==> src/rtl/alu_rr_scheduler_pkg.sv <==
// Shared types and constants for the round-robin ALU scheduler: opcodes,
// FSM state encoding, operand byte slots and the watchdog default.
package alu_sched_pkg;

   typedef enum logic [1:0] {
      OP_ADD = 2'b00,
      OP_SUB = 2'b01,
      OP_MUL = 2'b10,
      OP_DIV = 2'b11
   } alu_op_t;

   typedef enum logic [3:0] {
      ST_IDLE,
      ST_START,
      ST_SEND_OP,
      ST_SEND_1,
      ST_SEND_2,
      ST_SEND_3,
      ST_WAIT_RES,
      ST_CAP_LO,
      ST_RESP
   } sched_state_t;

   // Byte positions inside a requester's 24-bit {b3,b2,b1} operand word.
   localparam int SLOT_B1 = 0;
   localparam int SLOT_B2 = 1;
   localparam int SLOT_B3 = 2;

   localparam int TIMEOUT_DEFAULT = 64;

   function automatic logic [7:0] opnd_byte(input logic [23:0] opnd, input int slot);
      return opnd[slot*8 +: 8];
   endfunction

endpackage

==> src/rtl/alu_rr_scheduler_if.sv <==
// Requester-fabric and ALU-side signals of the scheduler; master is the
// scheduler itself, slave is the surrounding fabric plus the ALU.
interface alu_rr_scheduler_if #(
   parameter int NUM_REQ = 4
);
   logic [NUM_REQ-1:0]    req;
   logic [2*NUM_REQ-1:0]  req_op;
   logic [24*NUM_REQ-1:0] req_opnd;
   logic [NUM_REQ-1:0]    gnt;
   logic [NUM_REQ-1:0]    rsp_valid;
   logic [15:0]           rsp_data;
   logic                  rsp_err;
   logic                  busy;
   logic                  alu_start;
   logic [7:0]            alu_inbus;
   logic [7:0]            alu_outbus;
   logic                  alu_finish;

   modport master (
      input  req, req_op, req_opnd, alu_outbus, alu_finish,
      output gnt, rsp_valid, rsp_data, rsp_err, busy, alu_start, alu_inbus
   );

   modport slave (
      output req, req_op, req_opnd, alu_outbus, alu_finish,
      input  gnt, rsp_valid, rsp_data, rsp_err, busy, alu_start, alu_inbus
   );
endinterface

==> src/rtl/alu_rr_scheduler_arbiter.sv <==
// Combinational round-robin priority search: first set req bit at or above
// ptr, wrapping; returns a one-hot grant and its index.
module rr_arbiter #(
   parameter int NUM_REQ = 4,
   parameter int PW      = (NUM_REQ > 1) ? $clog2(NUM_REQ) : 1
) (
   input  logic [NUM_REQ-1:0] req,
   input  logic [PW-1:0]      ptr,
   output logic [NUM_REQ-1:0] grant,
   output logic [PW-1:0]      grant_idx
);

   logic          found;
   logic [PW-1:0] idx_v;

   always_comb begin
      grant     = '0;
      grant_idx = '0;
      found     = 1'b0;
      idx_v     = '0;
      for (int off = 0; off < NUM_REQ; off++) begin
         idx_v = PW'((int'(ptr) + off) % NUM_REQ);
         if (!found && req[idx_v]) begin
            found        = 1'b1;
            grant[idx_v] = 1'b1;
            grant_idx    = idx_v;
         end
      end
   end

endmodule

==> src/rtl/alu_rr_scheduler.sv <==
// Round-robin scheduler sharing one serial 8-bit ALU among NUM_REQ requesters.
// Optional WAIT_RES watchdog enabled by defining ALU_SCHED_TIMEOUT_EN.
module alu_rr_scheduler
   import alu_sched_pkg::*;
#(
   parameter int NUM_REQ        = 4,
   parameter int TIMEOUT_CYCLES = TIMEOUT_DEFAULT
) (
   input logic                   clk,
   input logic                   rst_n,
   alu_rr_scheduler_if.master    bus
);

   localparam int PW = (NUM_REQ > 1) ? $clog2(NUM_REQ) : 1;

   sched_state_t         state_reg, state_next;
   logic [NUM_REQ-1:0]   gnt_reg;
   logic [PW-1:0]        gnt_idx_reg;
   logic [PW-1:0]        ptr_reg;
   logic [PW-1:0]        ptr_next;
   logic [1:0]           op_reg;
   logic [23:0]          opnd_reg;
   logic [7:0]           hi_reg;
   logic [7:0]           lo_reg;
   logic                 err_reg;

   logic [NUM_REQ-1:0]   arb_grant;
   logic [PW-1:0]        arb_idx;
   logic                 any_req;
   logic                 timeout_hit;

   logic [1:0]           op_masked   [NUM_REQ];
   logic [23:0]          opnd_masked [NUM_REQ];
   logic [1:0]           sel_op;
   logic [23:0]          sel_opnd;

   rr_arbiter #(
      .NUM_REQ (NUM_REQ),
      .PW      (PW)
   ) u_arb (
      .req       (bus.req),
      .ptr       (ptr_reg),
      .grant     (arb_grant),
      .grant_idx (arb_idx)
   );

   assign any_req = |bus.req;

   // One-hot grant masks each requester's command; OR-reduce picks the winner.
   for (genvar gi = 0; gi < NUM_REQ; gi++) begin : g_sel
      assign op_masked[gi]   = arb_grant[gi] ? bus.req_op[2*gi +: 2]    : 2'b00;
      assign opnd_masked[gi] = arb_grant[gi] ? bus.req_opnd[24*gi +: 24] : 24'h0;
   end

   always_comb begin
      sel_op   = '0;
      sel_opnd = '0;
      for (int i = 0; i < NUM_REQ; i++) begin
         sel_op   = sel_op | op_masked[i];
         sel_opnd = sel_opnd | opnd_masked[i];
      end
   end

   assign ptr_next = (gnt_idx_reg == PW'(NUM_REQ - 1)) ? '0 : gnt_idx_reg + PW'(1);

`ifdef ALU_SCHED_TIMEOUT_EN
   localparam int CNT_W = $clog2(TIMEOUT_CYCLES + 1);
   logic [CNT_W-1:0] wait_cnt_reg;

   // Counts cycles spent in WAIT_RES; zero on every entry.
   always_ff @(posedge clk or negedge rst_n) begin
      if (!rst_n) begin
         wait_cnt_reg <= '0;
      end else if (state_reg != ST_WAIT_RES) begin
         wait_cnt_reg <= '0;
      end else begin
         wait_cnt_reg <= wait_cnt_reg + CNT_W'(1);
      end
   end

   assign timeout_hit = (wait_cnt_reg == CNT_W'(TIMEOUT_CYCLES - 1));
`else
   logic unused_timeout_cfg;
   assign unused_timeout_cfg = ^TIMEOUT_CYCLES;
   assign timeout_hit        = 1'b0;
`endif

   always_ff @(posedge clk or negedge rst_n) begin
      if (!rst_n) begin
         state_reg <= ST_IDLE;
      end else begin
         state_reg <= state_next;
      end
   end

   always_comb begin
      state_next    = state_reg;
      bus.alu_start = 1'b0;
      bus.alu_inbus = 8'h00;
      bus.busy      = (state_reg != ST_IDLE);
      bus.gnt       = gnt_reg;
      bus.rsp_valid = '0;
      bus.rsp_data  = 16'h0000;
      bus.rsp_err   = 1'b0;
      case (state_reg)
         ST_IDLE: begin
            if (any_req) state_next = ST_START;
         end
         ST_START: begin
            bus.alu_start = 1'b1;
            state_next    = ST_SEND_OP;
         end
         ST_SEND_OP: begin
            bus.alu_inbus = {6'b000000, op_reg};
            state_next    = ST_SEND_1;
         end
         ST_SEND_1: begin
            bus.alu_inbus = opnd_byte(opnd_reg, SLOT_B1);
            state_next    = ST_SEND_2;
         end
         ST_SEND_2: begin
            bus.alu_inbus = opnd_byte(opnd_reg, SLOT_B2);
            state_next    = ST_SEND_3;
         end
         ST_SEND_3: begin
            // Only divide consumes a third operand byte (the divisor).
            if (op_reg == OP_DIV) bus.alu_inbus = opnd_byte(opnd_reg, SLOT_B3);
            state_next = ST_WAIT_RES;
         end
         ST_WAIT_RES: begin
            if (bus.alu_finish) state_next = ST_CAP_LO;
            else if (timeout_hit) state_next = ST_RESP;
         end
         ST_CAP_LO: begin
            state_next = ST_RESP;
         end
         ST_RESP: begin
            bus.rsp_valid = gnt_reg;
            bus.rsp_data  = {hi_reg, lo_reg};
            bus.rsp_err   = err_reg;
            state_next    = ST_IDLE;
         end
         default: begin
            state_next = ST_IDLE;
         end
      endcase
   end

   // Command is latched on the grant edge so requesters may drop it afterwards.
   always_ff @(posedge clk or negedge rst_n) begin
      if (!rst_n) begin
         gnt_reg     <= '0;
         gnt_idx_reg <= '0;
         ptr_reg     <= '0;
         op_reg      <= 2'b00;
         opnd_reg    <= 24'h0;
         hi_reg      <= 8'h00;
         lo_reg      <= 8'h00;
         err_reg     <= 1'b0;
      end else begin
         case (state_reg)
            ST_IDLE: begin
               if (any_req) begin
                  gnt_reg     <= arb_grant;
                  gnt_idx_reg <= arb_idx;
                  op_reg      <= sel_op;
                  opnd_reg    <= sel_opnd;
                  hi_reg      <= 8'h00;
                  lo_reg      <= 8'h00;
                  err_reg     <= 1'b0;
               end
            end
            ST_WAIT_RES: begin
               if (bus.alu_finish) begin
                  hi_reg <= bus.alu_outbus;
               end else if (timeout_hit) begin
                  hi_reg  <= 8'hFF;
                  lo_reg  <= 8'hFF;
                  err_reg <= 1'b1;
               end
            end
            ST_CAP_LO: begin
               lo_reg <= bus.alu_outbus;
               if (!bus.alu_finish) err_reg <= 1'b1;
            end
            ST_RESP: begin
               gnt_reg <= '0;
               ptr_reg <= ptr_next;
            end
            default: begin
            end
         endcase
      end
   end

endmodule

==> src/flat_wrapper.sv <==
// flat-port wrapper written by rule: the top's interface ports become plain ports
module alu_rr_scheduler_flat import alu_sched_pkg::*;
#(
   parameter int NUM_REQ        = 4,
   parameter int TIMEOUT_CYCLES = TIMEOUT_DEFAULT
)
  (clk, rst_n, bus_req, bus_req_op, bus_req_opnd, bus_alu_outbus, bus_alu_finish, bus_gnt, bus_rsp_valid, bus_rsp_data, bus_rsp_err, bus_busy, bus_alu_start, bus_alu_inbus);
  alu_rr_scheduler_if #(.NUM_REQ(NUM_REQ)) bus_i ();
  input logic clk;
  input logic rst_n;
  input wire logic [$bits(bus_i.req)-1:0] bus_req;
  input wire logic [$bits(bus_i.req_op)-1:0] bus_req_op;
  input wire logic [$bits(bus_i.req_opnd)-1:0] bus_req_opnd;
  input wire logic [$bits(bus_i.alu_outbus)-1:0] bus_alu_outbus;
  input wire logic [$bits(bus_i.alu_finish)-1:0] bus_alu_finish;
  output wire logic [$bits(bus_i.gnt)-1:0] bus_gnt;
  output wire logic [$bits(bus_i.rsp_valid)-1:0] bus_rsp_valid;
  output wire logic [$bits(bus_i.rsp_data)-1:0] bus_rsp_data;
  output wire logic [$bits(bus_i.rsp_err)-1:0] bus_rsp_err;
  output wire logic [$bits(bus_i.busy)-1:0] bus_busy;
  output wire logic [$bits(bus_i.alu_start)-1:0] bus_alu_start;
  output wire logic [$bits(bus_i.alu_inbus)-1:0] bus_alu_inbus;
  assign bus_i.req = bus_req;
  assign bus_i.req_op = bus_req_op;
  assign bus_i.req_opnd = bus_req_opnd;
  assign bus_i.alu_outbus = bus_alu_outbus;
  assign bus_i.alu_finish = bus_alu_finish;
  assign bus_gnt = bus_i.gnt;
  assign bus_rsp_valid = bus_i.rsp_valid;
  assign bus_rsp_data = bus_i.rsp_data;
  assign bus_rsp_err = bus_i.rsp_err;
  assign bus_busy = bus_i.busy;
  assign bus_alu_start = bus_i.alu_start;
  assign bus_alu_inbus = bus_i.alu_inbus;
  alu_rr_scheduler #(.NUM_REQ(NUM_REQ), .TIMEOUT_CYCLES(TIMEOUT_CYCLES)) u_core (.clk(clk), .rst_n(rst_n), .bus(bus_i));
endmodule
==> config.mk <==
export PLATFORM = sky130hd
export DESIGN_NAME = alu_rr_scheduler_flat
export DESIGN_NICKNAME = d
export VERILOG_FILES = /design/src/rtl/alu_rr_scheduler_pkg.sv /design/src/rtl/alu_rr_scheduler_if.sv /design/src/rtl/alu_rr_scheduler_arbiter.sv /design/src/rtl/alu_rr_scheduler.sv /design/src/flat_wrapper.sv
export SDC_FILE = /design/constraint.sdc
export NUM_CORES = 1
export LEC_CHECK = 0
export CORE_ASPECT_RATIO = 0.7
export CORE_MARGIN = 8
export CORE_UTILIZATION = 60
export DETAILED_ROUTE_END_ITERATION = 8
export DONT_BUFFER_PORTS = 1
export PLACE_DENSITY_LB_ADDON = 0.12
export SLEW_MARGIN = 20
export SYNTH_ARGS = -nofsm -noshare
export SYNTH_HDL_FRONTEND = slang
export SYNTH_SLANG_ARGS = --single-unit
export TNS_END_PERCENT = 30
==> constraint.sdc <==
create_clock -name clk -period 5.8 [get_ports clk]
set_input_delay 0.58 -clock clk [delete_from_list [all_inputs] [get_ports clk]]
set_output_delay 0.58 -clock clk [all_outputs]
set_load 0.03 [all_outputs]
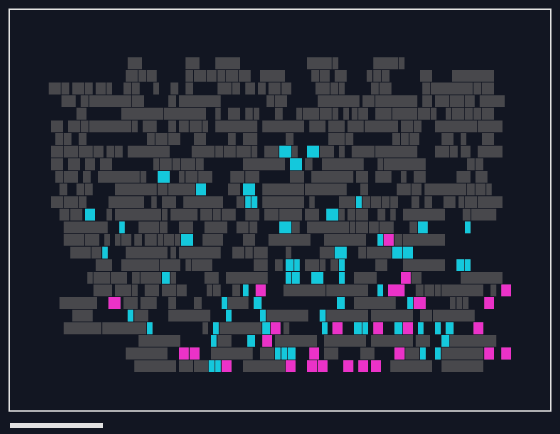
(gate-type map)
Bar = 20 um.
legend:
  cyan:
    family: nand cells
    cells: 61
    most_used: nand2_1
  magenta:
    family: and/or cells
    cells: 27
    most_used: and2_1
non-filler instance count after layout: 549
highest-count logic cell in the final layout: sky130_fd_sc_hd__dfrtp_1
fraction of area in multi-input gates: 0.604

==> results.py <==
# Metrics from the implementation run
metrics = {
    "clock_tree": {
        "cts_made_buffers": 5,
        "ctsLongestPathBuffers": 2,
        "clock_tree_from_tritoncts": "yes",
        "htree_num_levels": 2,
        "postCtsResizedCells": 0,
        "clk_pin_slew_ns": 0.11,
    },
    "timing": {
        "worst_slew_pin_slew_ns": 0.999,
        "post-route-min-period_ns": 4.17,
        "fin_crit_sh": 0.718,
        "timing.final.max_slew_violations": 0,
        "f_max_ghz": 0.240,
        "worst_slew_margin_rel": 0.329,
        "final-hold-violation-count": 0,
    },
    "critical_path": {
        "crit_chain": "inv_1 -> ha_1 -> mux4_2 -> a21oi_1 -> a22o_1 -> nand2_1 -> nand3b_1 -> o221ai_1",
        "worst_r2r_endpoint": "u_core.op_reg[0]",
        "sort_of_element_at_the_start_of_the_critical_path": "flop",
        "critical_path.endpoint": "u_core.op_reg[0]",
        "timing.critical_path.from": "u_core.ptr_reg[0]",
        "reg2reg_setup_slack_ns": 1.63,
        "cpPeakStageDelay_ns": 0.86,
        "r2r_start": "u_core.ptr_reg[0]",
        "cp-end-kind": "flop",
    },
    "global_route": {
        "global_router_s_overall_resource_usage": 0.254,
        "grt_overflow": 0,
        "grt_antenna_before_repair": 0,
        "wire_length_of_the_first_global_routing_pass_mm": 20.3,
    },
    "power": {
        "internal_power_w": 0.00110,
        "netSwitchingPower_w": 0.00127,
        "power.share.clock": 0.094,
        "leakagePower_nw": 1.61,
        "power.combinational.total_w": 0.00147,
        "finalPower_w": 0.00237,
        "pwr.group.sequential_w": 0.000680,
        "p_seq_frac": 0.287,
        "clock_group_w": 0.000223,
        "vdd_ir_drop_max_v": 0.000281,
    },
    "final_layout": {
        "largest_register_ffs": 24,
        "finish.net_count": 582,
        "antennaDiodeCount": 0,
        "num-fill-cells": 595,
        "areaGrowthSynthToFinish_pct": 1.86,
    },
    "detailed_routing": {
        "drt_pre_antenna_iters": 7,
        "totalWireLength_mm": 12.9,
        "via_count": 3875,
        "antenna_left": 0,
        "vias_per_cell": 7.06,
    },
    "flow_run": {
        "max_cap_viol_count": 0,
        "number_of_warnings_in_the_stage_logs": 33,
    },
    "logic_synthesis": {
        "synth-seq-cells": 55,
        "synth.area.top_cells": "sky130_fd_sc_hd__dfrtp_1, sky130_fd_sc_hd__o21ai_0, sky130_fd_sc_hd__a22oi_1, sky130_fd_sc_hd__a221oi_2, sky130_fd_sc_hd__a221oi_1",
        "syn-cell-area_sq_um": 4230,
        "ys_warn_count": 0,
        "synth_area_leader_cell": "sky130_fd_sc_hd__dfrtp_1",
        "post-synth-top-area-fraction": 0.325,
        "synth_stat.cells": 479,
        "chip_area_yosys_sq_um": 4230,
        "synthesis.nets": 607,
        "synth_cell_type_count": 57,
    },
    "die": {
        "core_sq_um": 6790,
        "die_h_um": 86.3,
        "num_rows": 25,
        "io_pins": 154,
    },
    "status": {
        "status": "finished clean",
    },
    "placement": {
        "post-place-ws_ns": 1.75,
        "io_buffers": 0,
    },
    "worst_hold_path": {
        "worst_hold_path_type": "input port to asynchronous set/reset pin",
    },
}
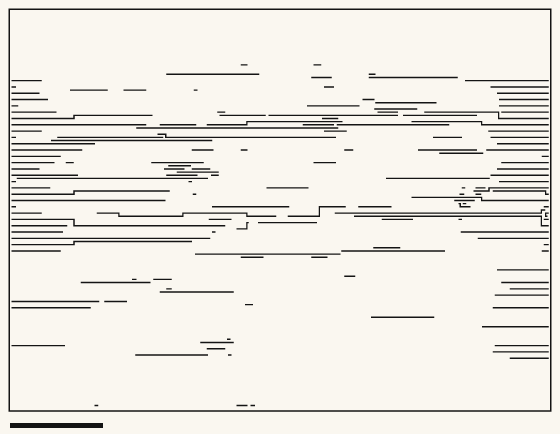
(the metal 3 layer)
Bar = 20 um.
main direction: horizontal
share of all routed wire: 14%
nets with wire on the layer: 119

[critical path, delay by kind of cell (launching register included)]
family / cells / cell delay (ns)
muxes: 1 / 0.67
AOI/OAI and AO/OA: 3 / 1.06
and+or+nand+nor: 2 / 0.63
DFF: 1 / 0.86
adders and majority gates: 1 / 0.50
buffers and inverters: 1 / 0.29
[placed cells by master (no fill, tap or decap), types with 9 or more instances in the layout]
cell,synthesis,layout
sky130_fd_sc_hd__o21ai_0,47,47
sky130_fd_sc_hd__a21oi_1,21,21
sky130_fd_sc_hd__dfrtp_1,55,55
sky130_fd_sc_hd__nor3b_1,18,18
sky130_fd_sc_hd__nor2b_1,23,23
sky130_fd_sc_hd__a22oi_1,28,28
sky130_fd_sc_hd__ha_1,9,9
sky130_fd_sc_hd__nand3b_1,10,10
sky130_fd_sc_hd__a22o_1,9,9
sky130_fd_sc_hd__and2_1,22,21
sky130_fd_sc_hd__nand2_1,33,33
sky130_fd_sc_hd__nand3_1,13,13
sky130_fd_sc_hd__a221oi_1,17,17
sky130_fd_sc_hd__o221ai_1,9,9
sky130_fd_sc_hd__a221oi_2,10,10
sky130_fd_sc_hd__nor2_1,39,39
sky130_fd_sc_hd__inv_1,13,13
[final cells by class]
class	count	area, sq um	share of cell area
clock inverters	3	23.8	0.00551
flip-flops and latches	55	1380	0.319
repair buffers	4	62.6	0.0145
clock buffers	5	68.8	0.0160
multi-input cells	373	2610	0.604
inverters	15	57.6	0.0133
well taps	94	118	0.0273
[through the flow]
step | hold slack (ns) | util | instance area (sq um)
after floorplan | 0.284 | - | 4230
after global placement | 0.286 | 0.615 | 4170
after detailed placement | 0.286 | 0.615 | 4170
after CTS | 0.117 | 0.632 | 4290
after global routing | 0.112 | 0.635 | 4310
final | 0.111 | 0.635 | 4310
[cell families (layout without fill, tap and decap cells)]
logic type                 after synthesis  after routing  synth area share
and+or+nand+nor                        180            180             0.231
muxes                                   10             10            0.0366
adders and majority gates                9              9            0.0266
DFF                                     55             55             0.325
buffers and inverters                   51             27            0.0612
AOI/OAI and AO/OA                      173            173             0.317
xor gates and xnor gates                 1              1           0.00207
[worst min-delay path by stage]
stage | start | endpoint | slack, ns | cells past startpoint
global route | rst_n | u_core.hi_reg[7] | 0.11 | 1
global placement | rst_n | u_core.lo_reg[7] | 0.29 | 0
floorplan | rst_n | u_core.bus.gnt[0] | 0.28 | 0
detailed placement | rst_n | u_core.lo_reg[7] | 0.29 | 0
finish | rst_n | u_core.lo_reg[7] | 0.11 | 1
CTS | rst_n | u_core.lo_reg[7] | 0.12 | 1
[per-layer routing]
metal / part of all wire / GRT usage / wire [um] / vias to the layer above
met5: 0 / 0 / 0 / -
met4: 0.020 / 0.0703 / 259 / 0
met3: 0.14 / 0.0888 / 1760 / 30
met2: 0.44 / 0.379 / 5670 / 240
met1: 0.40 / 0.340 / 5210 / 1860
li1: - / - / - / 1745
Power figures rest on the tool's default switching activity, not on a simulated workload.
